### Wiring by layer

Drawn at 2 px/µm.
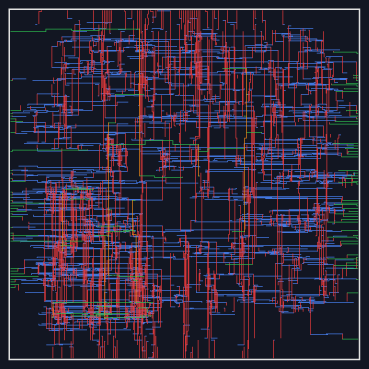
### Nets reached from selected ports

Drawn at 3 px/µm.
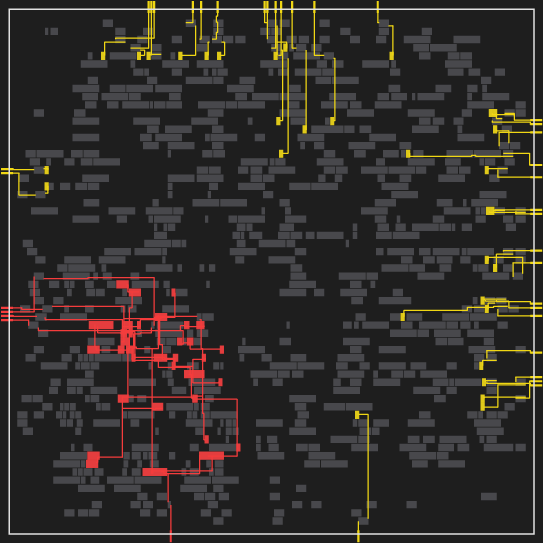
### Register map, names as in the netlist

Drawn at 1.5 px/µm.
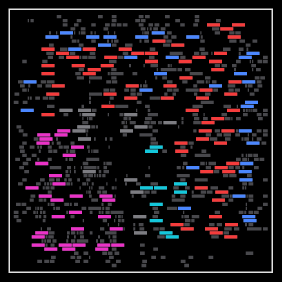
### Logic cells by family

Drawn at 2 px/µm.
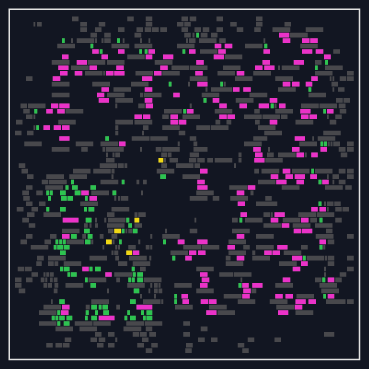
### Clock wiring as the flow saved it

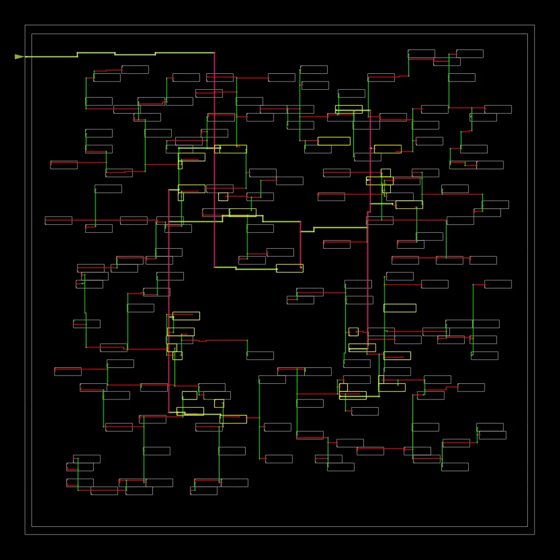
==> config.mk <==
export PLATFORM = sky130hd
export DESIGN_NAME = regfile_write_arbiter_flat
export DESIGN_NICKNAME = d
export VERILOG_FILES = /design/src/rtl/regfile_write_arbiter_pkg.sv /design/src/rtl/regfile_write_arbiter_if.sv /design/src/rtl/regfile_write_arbiter_fifo.sv /design/src/rtl/regfile_write_arbiter.sv /design/src/flat_wrapper.sv
export SDC_FILE = /design/constraint.sdc
export NUM_CORES = 1
export LEC_CHECK = 0
export CORE_MARGIN = 2
export CORE_UTILIZATION = 25
export DETAILED_ROUTE_END_ITERATION = 12
export GPL_TIMING_DRIVEN = 0
export PLACE_DENSITY_LB_ADDON = 0.05
export SYNTH_ARGS = -nofsm -noshare
export SYNTH_HDL_FRONTEND = slang
export SYNTH_HIERARCHICAL = 1
export SYNTH_SLANG_ARGS = --single-unit
==> constraint.sdc <==
create_clock -name clk -period 3 [get_ports clk]
set_input_delay 0.6 -clock clk [delete_from_list [all_inputs] [get_ports clk]]
set_output_delay 0.6 -clock clk [all_outputs]
set_load 0.02 [all_outputs]
==> src/rtl/regfile_write_arbiter_pkg.sv <==
// Shared CPU regfile constants, the writeback request record and small
// helpers used by the regfile write arbiter and its result FIFO.
package regfile_write_arbiter_pkg;

    localparam int REG_ADDR_W = 5;
    localparam int NUM_REGS   = 32;
    localparam int XLEN       = 32;

    typedef struct packed {
        logic                  we;
        logic [REG_ADDR_W-1:0] rd;
        logic [XLEN-1:0]       data;
    } wb_req_t;

    // One-hot decode of a register index into a busy-mask sized vector.
    function automatic logic [NUM_REGS-1:0] reg_onehot(input logic [REG_ADDR_W-1:0] r);
        reg_onehot = {{(NUM_REGS-1){1'b0}}, 1'b1} << r;
    endfunction

endpackage

==> src/rtl/regfile_write_arbiter_if.sv <==
// Bundle of writeback, multi-cycle result and regfile-port signals around
// the write arbiter; master is the surrounding pipeline, slave the arbiter.
interface regfile_write_arbiter_if;
    import regfile_write_arbiter_pkg::*;

    logic                  wb_we;
    logic [REG_ADDR_W-1:0] wb_rd;
    logic [XLEN-1:0]       wb_data;
    logic                  md_valid;
    logic [REG_ADDR_W-1:0] md_rd;
    logic [XLEN-1:0]       md_data;
    logic                  md_ready;
    logic                  md_issue;
    logic [REG_ADDR_W-1:0] md_issue_rd;
    logic                  reg_write;
    logic [REG_ADDR_W-1:0] rd;
    logic [XLEN-1:0]       reg_in;
    logic [NUM_REGS-1:0]   busy_mask;
    logic                  starve_req;
    logic                  waw_err;

    modport master (
        output wb_we, wb_rd, wb_data, md_valid, md_rd, md_data, md_issue, md_issue_rd,
        input  md_ready, reg_write, rd, reg_in, busy_mask, starve_req, waw_err
    );

    modport slave (
        input  wb_we, wb_rd, wb_data, md_valid, md_rd, md_data, md_issue, md_issue_rd,
        output md_ready, reg_write, rd, reg_in, busy_mask, starve_req, waw_err
    );

endinterface

==> src/rtl/regfile_write_arbiter_fifo.sv <==
// Circular buffer holding multi-cycle results ({rd, data}) until the
// arbiter finds a free regfile write slot.
module wb_result_fifo
    import regfile_write_arbiter_pkg::*;
#(
    parameter int DEPTH = 2,
    localparam int PTR_W = (DEPTH > 1) ? $clog2(DEPTH) : 1,
    localparam int CNT_W = $clog2(DEPTH + 1)
) (
    input  logic                  clk,
    input  logic                  rst_n,
    input  logic                  push,
    input  logic [REG_ADDR_W-1:0] push_rd,
    input  logic [XLEN-1:0]       push_data,
    input  logic                  pop,
    output logic [REG_ADDR_W-1:0] head_rd,
    output logic [XLEN-1:0]       head_data,
    output logic [CNT_W-1:0]      count
);

    logic [REG_ADDR_W-1:0] rd_mem_r   [DEPTH];
    logic [XLEN-1:0]       data_mem_r [DEPTH];
    logic [PTR_W-1:0]      wr_ptr_r;
    logic [PTR_W-1:0]      rd_ptr_r;
    logic [CNT_W-1:0]      count_r;
    logic                  push_ok_s;
    logic                  pop_ok_s;

    function automatic logic [PTR_W-1:0] next_ptr(input logic [PTR_W-1:0] p);
        next_ptr = (p == PTR_W'(DEPTH - 1)) ? PTR_W'(0) : p + PTR_W'(1);
    endfunction

    assign push_ok_s = push && (count_r < CNT_W'(DEPTH));
    assign pop_ok_s  = pop && (count_r != CNT_W'(0));
    assign head_rd   = rd_mem_r[rd_ptr_r];
    assign head_data = data_mem_r[rd_ptr_r];
    assign count     = count_r;

    // Storage, pointers and occupancy; simultaneous push/pop keeps count.
    always_ff @(posedge clk or negedge rst_n) begin
        if (!rst_n) begin
            for (int i = 0; i < DEPTH; i++) begin
                rd_mem_r[i]   <= '0;
                data_mem_r[i] <= '0;
            end
            wr_ptr_r <= '0;
            rd_ptr_r <= '0;
            count_r  <= '0;
        end else begin
            if (push_ok_s) begin
                rd_mem_r[wr_ptr_r]   <= push_rd;
                data_mem_r[wr_ptr_r] <= push_data;
                wr_ptr_r             <= next_ptr(wr_ptr_r);
            end
            if (pop_ok_s) begin
                rd_ptr_r <= next_ptr(rd_ptr_r);
            end
            case ({push_ok_s, pop_ok_s})
                2'b10:   count_r <= count_r + CNT_W'(1);
                2'b01:   count_r <= count_r - CNT_W'(1);
                default: count_r <= count_r;
            endcase
        end
    end

endmodule

==> src/rtl/regfile_write_arbiter.sv <==
// Single regfile write port shared by pipeline writeback (priority) and
// buffered mul/div results; tracks pending destinations and starvation.
module regfile_write_arbiter
    import regfile_write_arbiter_pkg::*;
#(
    parameter int STARVE_LIMIT = 4,
    parameter int FIFO_DEPTH   = 2
) (
    input  logic                  clk,
    input  logic                  rst_n,
    regfile_write_arbiter_if.slave bus
);

    localparam int CNT_W  = $clog2(FIFO_DEPTH + 1);
    localparam int WAIT_W = $clog2(STARVE_LIMIT + 1);

    logic [CNT_W-1:0]      fifo_count_s;
    logic [REG_ADDR_W-1:0] head_rd_s;
    logic [XLEN-1:0]       head_data_s;
    logic                  fifo_empty_s;
    logic                  wb_valid_s;
    logic                  push_s;
    logic                  pop_s;
    logic                  reg_write_nx_s;
    logic [REG_ADDR_W-1:0] rd_nx_s;
    logic [XLEN-1:0]       reg_in_nx_s;
    logic [NUM_REGS-1:0]   set_s;
    logic [NUM_REGS-1:0]   clr_s;
    logic [NUM_REGS-1:0]   busy_nx_s;
    logic [WAIT_W-1:0]     wait_nx_s;
    logic                  waw_nx_s;

    logic                  reg_write_r;
    logic [REG_ADDR_W-1:0] rd_r;
    logic [XLEN-1:0]       reg_in_r;
    logic [NUM_REGS-1:0]   busy_r;
    logic [WAIT_W-1:0]     wait_r;
    logic                  starve_r;
    logic                  waw_r;

    // A writeback to x0 is not a request, so it never blocks a FIFO pop.
    assign wb_valid_s   = bus.wb_we && (bus.wb_rd != REG_ADDR_W'(0));
    assign fifo_empty_s = (fifo_count_s == CNT_W'(0));
    assign bus.md_ready = (fifo_count_s < CNT_W'(FIFO_DEPTH));
    assign push_s       = bus.md_valid && bus.md_ready;

    wb_result_fifo #(.DEPTH(FIFO_DEPTH)) u_fifo (
        .clk       (clk),
        .rst_n     (rst_n),
        .push      (push_s),
        .push_rd   (bus.md_rd),
        .push_data (bus.md_data),
        .pop       (pop_s),
        .head_rd   (head_rd_s),
        .head_data (head_data_s),
        .count     (fifo_count_s)
    );

    // Write-port arbitration: pipeline first, then FIFO head, else idle.
    always_comb begin
        reg_write_nx_s = 1'b0;
        rd_nx_s        = rd_r;
        reg_in_nx_s    = reg_in_r;
        pop_s          = 1'b0;
        if (wb_valid_s) begin
            reg_write_nx_s = 1'b1;
            rd_nx_s        = bus.wb_rd;
            reg_in_nx_s    = bus.wb_data;
        end else if (!fifo_empty_s) begin
            pop_s          = 1'b1;
            reg_write_nx_s = (head_rd_s != REG_ADDR_W'(0));
            rd_nx_s        = head_rd_s;
            reg_in_nx_s    = head_data_s;
        end else begin
            pop_s          = 1'b0;
        end
    end

    // Pending-result scoreboard (set beats clear), head wait counter, WAW flag.
    always_comb begin
        set_s     = bus.md_issue ? reg_onehot(bus.md_issue_rd) : NUM_REGS'(0);
        clr_s     = pop_s ? reg_onehot(head_rd_s) : NUM_REGS'(0);
        busy_nx_s = ((busy_r & ~clr_s) | set_s) & ~NUM_REGS'(1);
        wait_nx_s = wait_r;
        if (fifo_empty_s || pop_s) begin
            wait_nx_s = WAIT_W'(0);
        end else if (wait_r < WAIT_W'(STARVE_LIMIT)) begin
            wait_nx_s = wait_r + WAIT_W'(1);
        end else begin
            wait_nx_s = wait_r;
        end
        waw_nx_s = waw_r | (wb_valid_s & busy_r[bus.wb_rd]);
    end

    // State and registered outputs.
    always_ff @(posedge clk or negedge rst_n) begin
        if (!rst_n) begin
            reg_write_r <= 1'b0;
            rd_r        <= '0;
            reg_in_r    <= '0;
            busy_r      <= '0;
            wait_r      <= '0;
            starve_r    <= 1'b0;
            waw_r       <= 1'b0;
        end else begin
            reg_write_r <= reg_write_nx_s;
            rd_r        <= rd_nx_s;
            reg_in_r    <= reg_in_nx_s;
            busy_r      <= busy_nx_s;
            wait_r      <= wait_nx_s;
            starve_r    <= (wait_nx_s == WAIT_W'(STARVE_LIMIT));
            waw_r       <= waw_nx_s;
        end
    end

    assign bus.reg_write  = reg_write_r;
    assign bus.rd         = rd_r;
    assign bus.reg_in     = reg_in_r;
    assign bus.busy_mask  = busy_r;
    assign bus.starve_req = starve_r;
    assign bus.waw_err    = waw_r;

endmodule

==> src/flat_wrapper.sv <==
// flat-port wrapper written by rule: the top's interface ports become plain ports
module regfile_write_arbiter_flat import regfile_write_arbiter_pkg::*;
#(
    parameter int STARVE_LIMIT = 4,
    parameter int FIFO_DEPTH   = 2
)
  (clk, rst_n, bus_wb_we, bus_wb_rd, bus_wb_data, bus_md_valid, bus_md_rd, bus_md_data, bus_md_issue, bus_md_issue_rd, bus_md_ready, bus_reg_write, bus_rd, bus_reg_in, bus_busy_mask, bus_starve_req, bus_waw_err);
  regfile_write_arbiter_if bus_i ();
  input  logic clk;
  input  logic rst_n;
  input wire logic [$bits(bus_i.wb_we)-1:0] bus_wb_we;
  input wire logic [$bits(bus_i.wb_rd)-1:0] bus_wb_rd;
  input wire logic [$bits(bus_i.wb_data)-1:0] bus_wb_data;
  input wire logic [$bits(bus_i.md_valid)-1:0] bus_md_valid;
  input wire logic [$bits(bus_i.md_rd)-1:0] bus_md_rd;
  input wire logic [$bits(bus_i.md_data)-1:0] bus_md_data;
  input wire logic [$bits(bus_i.md_issue)-1:0] bus_md_issue;
  input wire logic [$bits(bus_i.md_issue_rd)-1:0] bus_md_issue_rd;
  output wire logic [$bits(bus_i.md_ready)-1:0] bus_md_ready;
  output wire logic [$bits(bus_i.reg_write)-1:0] bus_reg_write;
  output wire logic [$bits(bus_i.rd)-1:0] bus_rd;
  output wire logic [$bits(bus_i.reg_in)-1:0] bus_reg_in;
  output wire logic [$bits(bus_i.busy_mask)-1:0] bus_busy_mask;
  output wire logic [$bits(bus_i.starve_req)-1:0] bus_starve_req;
  output wire logic [$bits(bus_i.waw_err)-1:0] bus_waw_err;
  assign bus_i.wb_we = bus_wb_we;
  assign bus_i.wb_rd = bus_wb_rd;
  assign bus_i.wb_data = bus_wb_data;
  assign bus_i.md_valid = bus_md_valid;
  assign bus_i.md_rd = bus_md_rd;
  assign bus_i.md_data = bus_md_data;
  assign bus_i.md_issue = bus_md_issue;
  assign bus_i.md_issue_rd = bus_md_issue_rd;
  assign bus_md_ready = bus_i.md_ready;
  assign bus_reg_write = bus_i.reg_write;
  assign bus_rd = bus_i.rd;
  assign bus_reg_in = bus_i.reg_in;
  assign bus_busy_mask = bus_i.busy_mask;
  assign bus_starve_req = bus_i.starve_req;
  assign bus_waw_err = bus_i.waw_err;
  regfile_write_arbiter #(.STARVE_LIMIT(STARVE_LIMIT), .FIFO_DEPTH(FIFO_DEPTH)) u_core (.clk(clk), .rst_n(rst_n), .bus(bus_i));
endmodule
==> results.sh <==
# physical design summary
export IMPL_dp_cells=1109
export IMPL_worstReg2RegStart="u_core/u_fifo/rd_ptr_r"
export IMPL_final_seq_area_mm2=0.003804
export IMPL_crit_path_frequent_cell="clkbuf_1"
export IMPL_maxSlewHeadroom=0.3998
export IMPL_syn_cell_area_mm2=0.007259
export IMPL_clk_pin_slew_ps=70
export IMPL_core_mm2=0.02863
export IMPL_p_seq_frac=0.339
export IMPL_mi_logic_area_mm2=0.003178
export IMPL_tightest_slew_ps=900.3
export IMPL_post_place_ws_ps=-585.2
export IMPL_dp_hpwl_mm=15.83
export IMPL_status="finished, final reports clean"
export IMPL_grt_pass1_vias=5710
export IMPL_m1WireLength_mm=10.43
export IMPL_path_cells="buf_2 -> clkbuf_4 -> mux2_2 -> or2_2 -> clkbuf_1 -> clkbuf_1 -> o41ai_1 -> o21ai_0"
export IMPL_cts_setup_buffers=0
export IMPL_fmax_ghz=0.3583
export IMPL_r2r_setup_slack_ps=210
export IMPL_p_total_uw=10810
export IMPL_synthCells=571
export IMPL_post_synth_num_cell_types=45
export IMPL_final_nets=829
export IMPL_drt_iter0_drc=248
Back to the opening pictures, 'Wiring by layer':
[green] met3 | wire length: 1020 µm
[orange] met4 | wire length: 378 µm
[blue] met1 | wire length: 10400 µm
[red] met2 | wire length: 10500 µm
drt wl/cell: 19.59 µm
GRT Util Overall: 0.1509
Via Count: 5227
total wire length: 22.33 mm

Back to the opening pictures, 'Nets reached from selected ports':
[red] bus_wb_rd | bits: 5 | direction: input | end cells: 36 | buffers: 7 | wire: 794 µm
[yellow] bus_wb_data | bits: 32 | direction: input | end cells: 32 | buffers: 32 | wire: 821 µm
# port buffers: 153
I/O pin count: 157

Back to the opening pictures, 'Register map, names as in the netlist':
[red] u_core/u_fifo/data_mem_r | placed flops: 64 | where: all over the die
[cyan] u_core/u_fifo/rd_mem_r | placed flops: 10
[magenta] u_core/bus.busy_mask | placed flops: 31
[blue] u_core/bus.reg_in | placed flops: 32 | where: all over the die
not colored: 15
Seq/total area: 0.3844
Layout Utilization: 0.3457

Back to the opening pictures, 'Logic cells by family':
[yellow] AND-OR and OR-AND gates | cells: 5
[green] inverting AOI/OAI gates | cells: 112 | where: all over the die
[magenta] multiplexers | cells: 159 | where: all over the die
combinational share of cell area: 0.3212
Final Instance Count excl. Fillers: 1140

Back to the opening pictures, 'Clock wiring as the flow saved it':
power of the clock network: 2190 µW
layout clock buffer count: 19

==> Yosys cell counts (2+ instances only) <==
cell      number  area (µm²)
a21oi_1        3       15.01
buf_12         3       60.06
mux4_2         3       67.56
nor2_1        10       37.54
nand3_1        2       10.01
or2_2          6       37.54
nor2b_1        3       18.77
buf_6          7       78.83
dfrtp_1      152        3804
xor2_1         3       26.28
buf_2          5       25.02
ha_1           2       25.02
o221ai_1       2       17.52
nand2b_1      12       75.07
mux2_2        86       968.4
nand2_1       43       161.4
xnor2_1        3       26.28
buf_4          4       30.03
nor3_1         6       30.03
inv_1          3       11.26
o21ai_1        6       30.03
mux2i_1       40       400.4
clkbuf_1      20       75.07
nand4b_1       2       17.52
mux2_4        30       450.4
o21a_1         2       15.01
o41ai_1       31       271.5
a31oi_1        2       12.51
o21ai_0       64       320.3
==> worst max path at each step <==
stage / startpoint / end / slack [ps]
after floorplan: bus_wb_rd[2] / u_core/u_fifo/count[1] / 420
after global placement: rst_n / u_core/u_fifo/data_mem_r[54] / -5190
after detailed placement: bus_wb_rd[3] / u_core/u_fifo/count[1] / -590
after CTS: u_core/u_fifo/count[1] / u_core/u_fifo/count[1] / 80
after global routing: u_core/u_fifo/rd_ptr_r / u_core/bus.busy_mask[20] / 60
final: u_core/u_fifo/rd_ptr_r / u_core/bus.busy_mask[7] / 210
==> worst reg2reg max path: cells and delay by family (launching register included) <==
kind | cells | cell delay (ps)
AOI/OAI and AO/OA | 2 | 490
buffers and inverters | 4 | 1140
DFF | 1 | 340
muxes | 1 | 400
and+or+nand+nor | 1 | 300
==> cell type report <==
cell class,count,share of cell area
buffer,39,0.02744
clock inverter,13,0.01442
tap,384,0.04856
inverter,3,0.001138
sequential,152,0.3844
multi-input combinational,376,0.3212
clock buffer,19,0.04476
timing repair buffer,154,0.1581
No activity file was given, so power comes from the tool's default toggle rates.
